[src/rtl/btn_input_conditioner.sv]
// btn_input_conditioner: multi-channel push-button / switch conditioner.
// Per channel: polarity normalise, 2-flop sync, stability-counter debounce,
// press/release ticks, hold-then-repeat auto-repeat ticks, and a sticky event bit.
// The top level ORs the enabled event bits into a registered interrupt.

// One conditioned channel. Its input is already polarity-normalised (1 = pressed).
module btn_input_conditioner_ch #(
   parameter int DEBOUNCE_CYCLES = 1_000_000,
   parameter int HOLD_CYCLES     = 25_000_000,
   parameter int REPEAT_CYCLES   = 5_000_000
) (
   input  logic clk,
   input  logic rst,
   input  logic raw_pressed,
   input  logic rpt_en,
   input  logic evt_clr,
   output logic level,
   output logic press_tick,
   output logic rel_tick,
   output logic rpt_tick,
   output logic evt
);

   localparam int DBW  = $clog2(DEBOUNCE_CYCLES + 1);
   localparam int RMAX = (HOLD_CYCLES > REPEAT_CYCLES) ? HOLD_CYCLES : REPEAT_CYCLES;
   localparam int RCW  = $clog2(RMAX + 1);

   localparam logic [DBW-1:0] DB_LAST   = DBW'(DEBOUNCE_CYCLES - 1);
   localparam logic [RCW-1:0] HOLD_LAST = RCW'(HOLD_CYCLES - 1);
   localparam logic [RCW-1:0] RPT_LAST  = RCW'(REPEAT_CYCLES - 1);

   typedef enum logic [1:0] {IDLE, HOLD, RPT} rpt_state_t;

   logic           s1, s2;
   logic [DBW-1:0] db_cnt;
   logic           db_done, rise_now, fall_now;

   rpt_state_t     state_q, state_d;
   logic [RCW-1:0] rcnt_q, rcnt_d;
   logic           rpt_d;

   // The level flips on the edge where the synchronised sample has differed
   // for the full debounce window; the FSM needs this same-edge view.
   assign db_done  = (s2 != level) && (db_cnt == DB_LAST);
   assign rise_now = db_done & s2;
   assign fall_now = db_done & ~s2;

   // Synchroniser, stability counter, debounced level and edge ticks
   always_ff @(posedge clk) begin
      if (rst) begin
         s1         <= 1'b0;
         s2         <= 1'b0;
         db_cnt     <= '0;
         level      <= 1'b0;
         press_tick <= 1'b0;
         rel_tick   <= 1'b0;
      end else begin
         s1         <= raw_pressed;
         s2         <= s1;
         press_tick <= rise_now;
         rel_tick   <= fall_now;
         if (s2 == level) begin
            db_cnt <= '0;
         end else if (db_done) begin
            level  <= s2;
            db_cnt <= '0;
         end else begin
            db_cnt <= db_cnt + DBW'(1);
         end
      end
   end

   // Repeat FSM next-state: arm on a press, wait HOLD, then tick every REPEAT;
   // a falling level or a dropped enable aborts without a final tick
   always_comb begin
      state_d = state_q;
      rcnt_d  = rcnt_q;
      rpt_d   = 1'b0;
      case (state_q)
         IDLE: begin
            if (rise_now && rpt_en) begin
               state_d = HOLD;
               rcnt_d  = '0;
            end
         end
         HOLD: begin
            if (!rpt_en || fall_now) begin
               state_d = IDLE;
               rcnt_d  = '0;
            end else if (rcnt_q == HOLD_LAST) begin
               rpt_d   = 1'b1;
               state_d = RPT;
               rcnt_d  = '0;
            end else begin
               rcnt_d  = rcnt_q + RCW'(1);
            end
         end
         RPT: begin
            if (!rpt_en || fall_now) begin
               state_d = IDLE;
               rcnt_d  = '0;
            end else if (rcnt_q == RPT_LAST) begin
               rpt_d   = 1'b1;
               rcnt_d  = '0;
            end else begin
               rcnt_d  = rcnt_q + RCW'(1);
            end
         end
         default: begin
            state_d = IDLE;
            rcnt_d  = '0;
         end
      endcase
   end

   // Repeat FSM state, counter and registered repeat tick
   always_ff @(posedge clk) begin
      if (rst) begin
         state_q  <= IDLE;
         rcnt_q   <= '0;
         rpt_tick <= 1'b0;
      end else begin
         state_q  <= state_d;
         rcnt_q   <= rcnt_d;
         rpt_tick <= rpt_d;
      end
   end

   // Sticky event: set by press/repeat tick, cleared by write-1; set wins
   always_ff @(posedge clk) begin
      if (rst) evt <= 1'b0;
      else     evt <= (evt & ~evt_clr) | press_tick | rpt_tick;
   end

endmodule

// Top: array of independent channels plus the shared interrupt register.
module btn_input_conditioner #(
   parameter int              N_CH            = 4,
   parameter int              DEBOUNCE_CYCLES = 1_000_000,
   parameter int              HOLD_CYCLES     = 25_000_000,
   parameter int              REPEAT_CYCLES   = 5_000_000,
   parameter logic [N_CH-1:0] ACTIVE_LOW      = '1
) (
   input  logic            i_clk,
   input  logic            i_rst,
   input  logic [N_CH-1:0] i_raw,
   input  logic [N_CH-1:0] i_rpt_en,
   input  logic [N_CH-1:0] i_irq_en,
   input  logic [N_CH-1:0] i_evt_clr,
   output logic [N_CH-1:0] o_level,
   output logic [N_CH-1:0] o_press,
   output logic [N_CH-1:0] o_release,
   output logic [N_CH-1:0] o_repeat,
   output logic [N_CH-1:0] o_event,
   output logic            o_irq
);

   logic [N_CH-1:0] pressed_raw;

   assign pressed_raw = i_raw ^ ACTIVE_LOW;

   for (genvar c = 0; c < N_CH; c++) begin : g_ch
      btn_input_conditioner_ch #(
         .DEBOUNCE_CYCLES (DEBOUNCE_CYCLES),
         .HOLD_CYCLES     (HOLD_CYCLES),
         .REPEAT_CYCLES   (REPEAT_CYCLES)
      ) u_ch (
         .clk         (i_clk),
         .rst         (i_rst),
         .raw_pressed (pressed_raw[c]),
         .rpt_en      (i_rpt_en[c]),
         .evt_clr     (i_evt_clr[c]),
         .level       (o_level[c]),
         .press_tick  (o_press[c]),
         .rel_tick    (o_release[c]),
         .rpt_tick    (o_repeat[c]),
         .evt         (o_event[c])
      );
   end

   // Interrupt is the registered OR of enabled sticky events
   always_ff @(posedge i_clk) begin
      if (i_rst) o_irq <= 1'b0;
      else       o_irq <= |(o_event & i_irq_en);
   end

endmodule

[config.mk]
export PLATFORM = sky130hd
export DESIGN_NAME = btn_input_conditioner
export DESIGN_NICKNAME = d
export VERILOG_FILES = /design/src/rtl/btn_input_conditioner.sv
export SDC_FILE = /design/constraint.sdc
export NUM_CORES = 1
export LEC_CHECK = 0
export CAP_MARGIN = 10
export CORE_ASPECT_RATIO = 0.6
export CORE_MARGIN = 1.5
export CORE_UTILIZATION = 50
export CTS_CLUSTER_DIAMETER = 100
export CTS_CLUSTER_SIZE = 10
export DETAILED_ROUTE_END_ITERATION = 10
export PLACE_DENSITY = 0.79
export SYNTH_ARGS = -nofsm -noshare
export SYNTH_HDL_FRONTEND = slang
export SYNTH_SLANG_ARGS = --single-unit
[constraint.sdc]
create_clock -name i_clk -period 8.26 [get_ports i_clk]
set_clock_uncertainty 0.2 [all_clocks]
set_input_delay 2.478 -clock i_clk [delete_from_list [all_inputs] [get_ports i_clk]]
set_output_delay 2.478 -clock i_clk [all_outputs]
set_load 0.1 [all_outputs]
==> results.py, run 1 <==
# Flow results
metrics = {
    "setup_path": {
        "crit_fanout": 29,
        "critical_path_depth": 7,
        "arrival_ps": 5120,
        "reg2reg_depth": 6,
        "critPathMaxStageDelay_ps": 740,
        "cp.required_ps": 8490,
        "crit_family": "AND-OR/OR-AND gates",
        "rr_startpoint": "g_ch[3].u_ch.db_cnt[10]",
        "slowest_stage": "o41a_1",
    },
    "placed_design": {
        "pre_cts_slack_ps": 2890,
        "dpl.cell_count": 1612,
        "gp_congestion": 0.876,
    },
    "outcome": {
        "status": "finished, final reports clean",
    },
    "finish": {
        "combGateArea_um2": 6300,
        "antenna_cells": 0,
        "most-common-layout-cells": "217 x dfxtp_1, 153 x nor2_1, 142 x nand2_1, 100 x nand3_1, 50 x a21oi_1",
        "largest_register": "g_ch.u_ch.rcnt_q",
    },
    "grt": {
        "grt_overflow": 0,
        "met2_usage": 0.306,
        "grt_pass1_vias": 8863,
        "grt_pass1_wl_um": 43600,
        "grt_use_met3": 0.0374,
        "antenna_found_initial": 0,
        "grt_max_degree": 78,
    },
    "synth": {
        "yosysWarningCount": 0,
        "fp_nets": 1395,
        "synthAdderAreaFrac": 0.0225,
        "aoi_share": 0.152,
        "ys_sh_mux": 0.0117,
        "ff_type": "dfxtp_1",
        "synth_top_area_share": 0.391,
        "synth_cell_type_count": 70,
    },
    "pwr": {
        "p_seq_frac": 0.515,
        "clkPwrFrac": 0.457,
        "swShare": 0.215,
        "ir_drop_mv": 0.173,
        "fin_total_pwr_w": 0.00204,
    },
    "final_timing": {
        "setup_viol": 0,
        "rsz0062_at_grt": "no",
        "slew_headroom": 0.213,
    },
    "clock_tree": {
        "cts_tree": "built",
        "htree_num_levels": 1,
        "cts_buffers": 25,
        "cts_hold_buffers": 0,
    },
    "hold_path": {
        "whs_path_depth": 1,
        "hold_end": "g_ch[1].u_ch.s2",
        "hp-class": "reg2reg",
    },
    "run": {
        "cap_viol_max_count": 0,
    },
    "drt": {
        "m1WireLength_um": 13100,
        "vias": 9907,
    },
}
-- run 1: final cells by class --
| cell class | instances | share of cell area |
|---|---|---|
| clock inverter | 2 | 0.00113 |
| inverter | 30 | 0.00924 |
| clock buffer | 25 | 0.0513 |
| multi-input combinational | 1041 | 0.517 |
| timing repair buffer | 46 | 0.0362 |
| sequential | 217 | 0.356 |
| tap | 279 | 0.0286 |
-- run 1: power groups by stage --
stage | combinational [W] | clock, W | sequential [W]
floorplan | 0.0000370 | 0 | 0.00107
CTS | 0.0000562 | 0.000956 | 0.00105
detailed placement | 0.0000559 | 0 | 0.00108
finish | 0.0000569 | 0.000933 | 0.00105
global route | 0.0000620 | 0.000998 | 0.00105
global placement | 0.0000551 | 0 | 0.00107
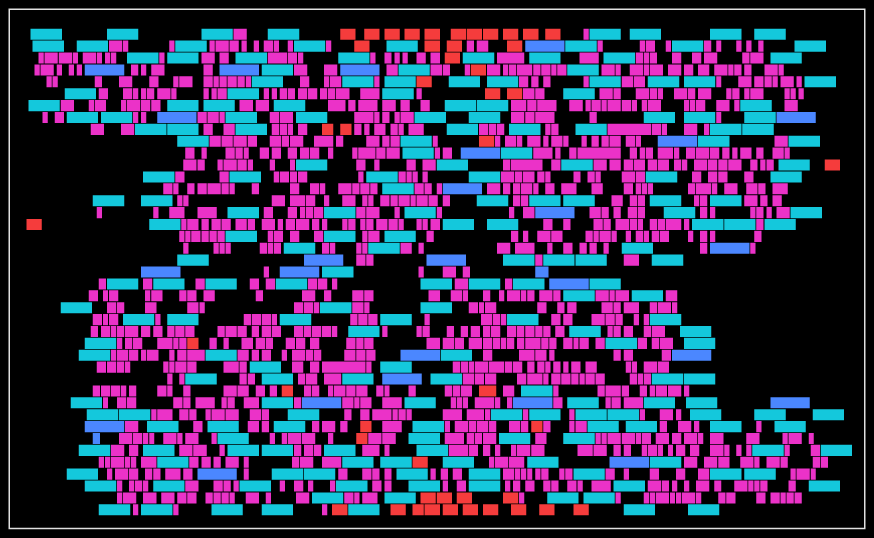
run_1/placement_by_type.png
legend:
  clock drivers and dummy loads:
    color: blue
    cells: 27
    share_of_their_area: 5.4%
  flops:
    color: cyan
    cells: 217
    share_of_their_area: 37%
  other buffers and delay cells:
    color: red
    cells: 46
    share_of_their_area: 3.7%
  combinational and other logic:
    color: magenta
    cells: 1071
    share_of_their_area: 54%
FP Rows: 41
Seq/total area: 0.356
Core ar.: 21400 µm²
fin area: 12200 µm²
Final Util: 0.570

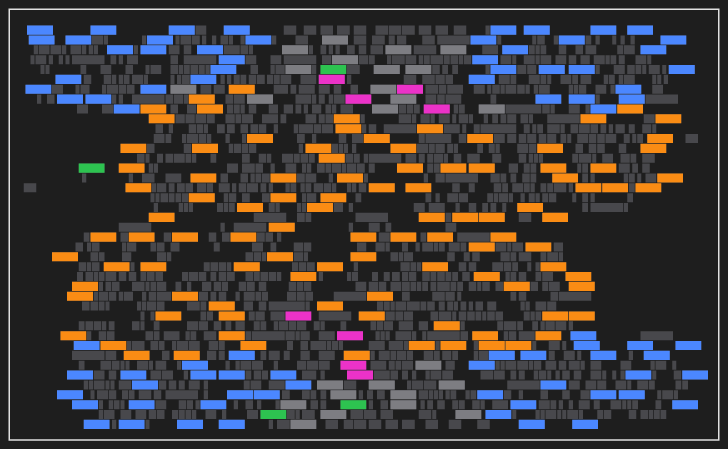
run_1/flops_by_reg.png
Other sequential cells in the stronger gray, the rest of the logic in the fainter gray.
legend:
  g_ch.u_ch.db_cnt:
    color: blue
    placed_flops: 80
    where: all over the die
  g_ch.u_ch.state_q:
    color: magenta
    placed_flops: 8
  g_ch.u_ch.s1:
    color: green
    placed_flops: 4
  g_ch.u_ch.rcnt_q:
    color: orange
    placed_flops: 100
not colored: 25

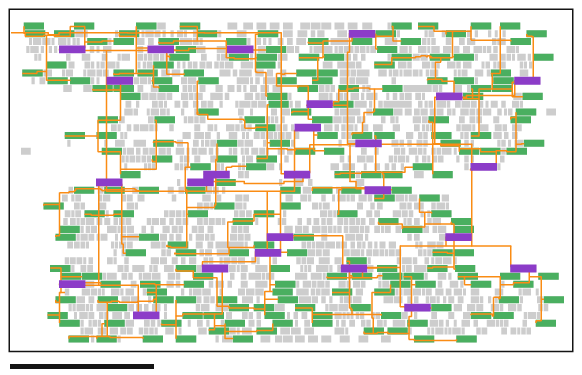
run_1/clk_routes.png
Scale bar: 50 µm.
legend:
  clock drivers:
    color: purple
    count: 25
  clock wires:
    color: orange
    length: 2810 µm
  flip-flops:
    color: green
    count: 217
flops lie: all over the die
routed clock nets: 26

==> run 2: changes to the inputs <==
clock period = 4.9 ns   (was 8.26 ns; I/O delays follow)
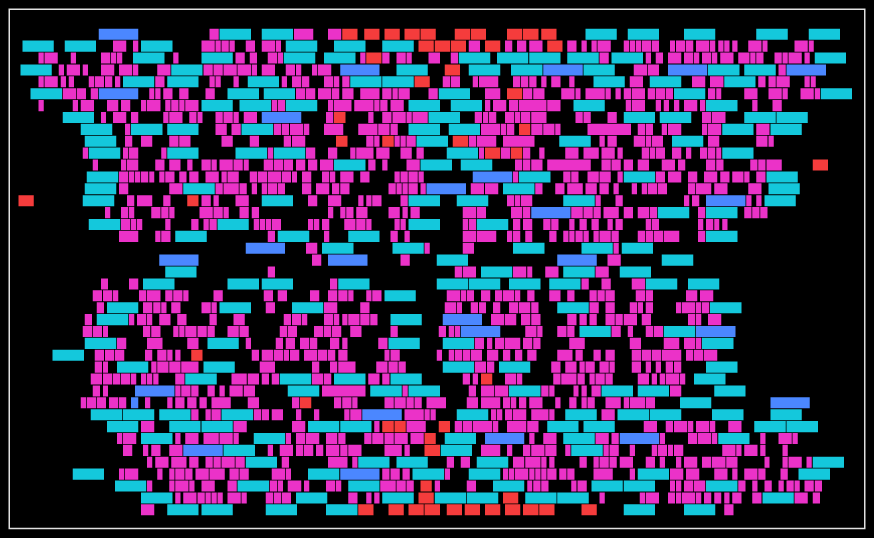
run_2/placement_by_type.png
legend:
  flops:
    color: cyan
    cells: 217
    share_of_their_area: 37%
  clock drivers and dummy loads:
    color: blue
    cells: 26
    share_of_their_area: 5.3%
  other buffers and delay cells:
    color: red
    cells: 51
    share_of_their_area: 4.0%
  combinational and other logic:
    color: magenta
    cells: 1071
    share_of_their_area: 54%

==> run 2 against run 1 <==
Compared with the run above:
- worst setup slack worse by 2300 ps
- routed wire length is 0.79% higher
- power is 68% higher
- clock-buffer cell count stayed put
- cell count is 0.24% higher
- global-route usage is 0.15 points higher
- flip-flop count stayed put
- sequential power is 69% higher
- sequential share of layout area is 0.073 points lower
- non-clock buffer count is 5 higher
- largest power group unchanged
- highest routed layer unchanged
==> results.py, run 2 <==
# Flow results
metrics = {
    "final_timing": {
        "setup_ws_ps": 1100,
        "setup_viol": 0,
        "slew_headroom": 0.260,
        "fin_crit_ps": 3800,
        "rsz0062_at_grt": "no",
    },
    "clock_tree": {
        "htree_num_levels": 1,
        "cts_hold_buffers": 0,
        "cts_tree": "built",
        "cts_buffers": 25,
    },
    "setup_path": {
        "critPathMaxStageDelay_ps": 1200,
        "worstReg2RegEnd": "g_ch[3].u_ch.rcnt_q[20]",
        "rr_startpoint": "g_ch[3].u_ch.db_cnt[10]",
        "crit_fanout": 6,
        "slowest_stage": "clkdlybuf4s50_1",
        "crit_family": "buffers and inverters",
        "cp.required_ps": 3230,
        "critical_path_depth": 1,
        "arrival_ps": 2130,
        "reg2reg_depth": 6,
        "worstSetupPathType": "reg2out",
    },
    "finish": {
        "largest_reg_flops": 100,
        "largest_register": "g_ch.u_ch.rcnt_q",
        "most-common-layout-cells": "217 x dfxtp_1, 153 x nor2_1, 142 x nand2_1, 100 x nand3_1, 50 x a21oi_1",
        "area_growth_pct": 9.98,
        "utilization": 0.571,
        "stdcell_area_um2": 12200,
        "combGateArea_um2": 6300,
        "antenna_cells": 0,
    },
    "placed_design": {
        "dpl.cell_count": 1618,
        "pre_cts_slack_ps": 769,
        "port_buffers": 38,
        "gp_congestion": 0.929,
    },
    "grt": {
        "grt_max_degree": 48,
        "grt_pass1_vias": 8745,
        "grt_overflow": 0,
        "grt_pass1_wl_um": 43700,
        "grt_use_met3": 0.0420,
        "met2_usage": 0.303,
        "grt_busiest_layer": "met1",
        "antenna_found_initial": 0,
    },
    "pwr": {
        "p_sw_w": 0.000732,
        "swShare": 0.214,
        "fin_total_pwr_w": 0.00343,
        "ir_drop_mv": 0.201,
        "p_seq_frac": 0.517,
        "pwr-share-comb": 0.028,
        "p_leak_nw": 3.81,
        "clkPwrFrac": 0.454,
    },
    "run": {
        "cap_viol_max_count": 0,
    },
    "floorplanning": {
        "core_um2": 21400,
        "fp-row-count": 41,
    },
    "synth": {
        "synth_cell_type_count": 70,
        "topCombFamilyByArea": "simple AND/OR/NAND/NOR gates",
        "yosysWarningCount": 0,
        "ys_sh_mux": 0.0117,
        "synth_top_area_share": 0.391,
        "synthCells": 1357,
        "common_cells": "217 x dfxtp_1, 153 x nor2_1, 142 x nand2_1",
        "ff_type": "dfxtp_1",
        "synthAdderAreaFrac": 0.0225,
        "fp_nets": 1395,
        "aoi_share": 0.152,
    },
    "outcome": {
        "status": "finished, final reports clean",
    },
    "hold_path": {
        "hp-class": "reg2reg",
        "hold_end": "g_ch[0].u_ch.s2",
        "whs_path_depth": 1,
    },
    "drt": {
        "via_per_inst": 6.06,
        "vias": 9960,
        "dr_wl_met3_um": 1850,
        "m1WireLength_um": 13200,
    },
}
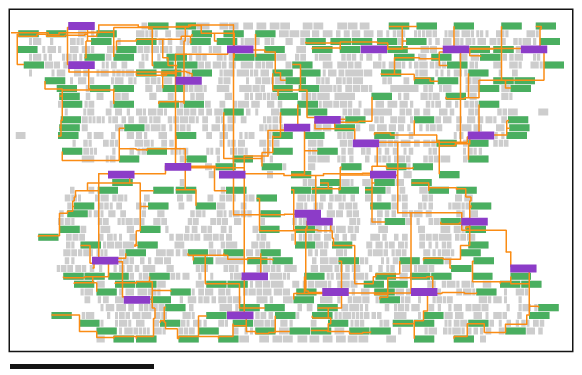
run_2/clk_routes.png
Scale bar: 50 µm.
legend:
  clock wires:
    color: orange
    length: 2800 µm
  flip-flops:
    color: green
    count: 217
  clock drivers:
    color: purple
    count: 25
flops lie: all over the die

==> run 2: worst register-to-register path, delay by kind of cell, from the launching register on <==
kind	cells	cell delay [ps]
and+or+nand+nor	3	1840
AOI/OAI and AO/OA	3	920
DFF	1	360
==> run 2: layout make-up <==
type | instances | area share
Inverter | 30 | 0.00922
Timing Repair Buffer | 51 | 0.0389
Tap cell | 279 | 0.0286
Multi-Input combinational cell | 1041 | 0.516
Clock buffer | 25 | 0.0512
Sequential cell | 217 | 0.356
Clock inverter | 1 | 0.000410
==> run 2: power groups by stage <==
stage                     registers [W]   logic, W  clock network [W]
final                           0.00177  0.0000973            0.00156
after global routing            0.00177   0.000106            0.00167
after CTS                       0.00177  0.0000969            0.00160
after detailed placement        0.00181  0.0000958                  0
after global placement          0.00181  0.0000938                  0
after floorplan                 0.00181  0.0000624                  0
No activity file was given, so power comes from the tool's default toggle rates.
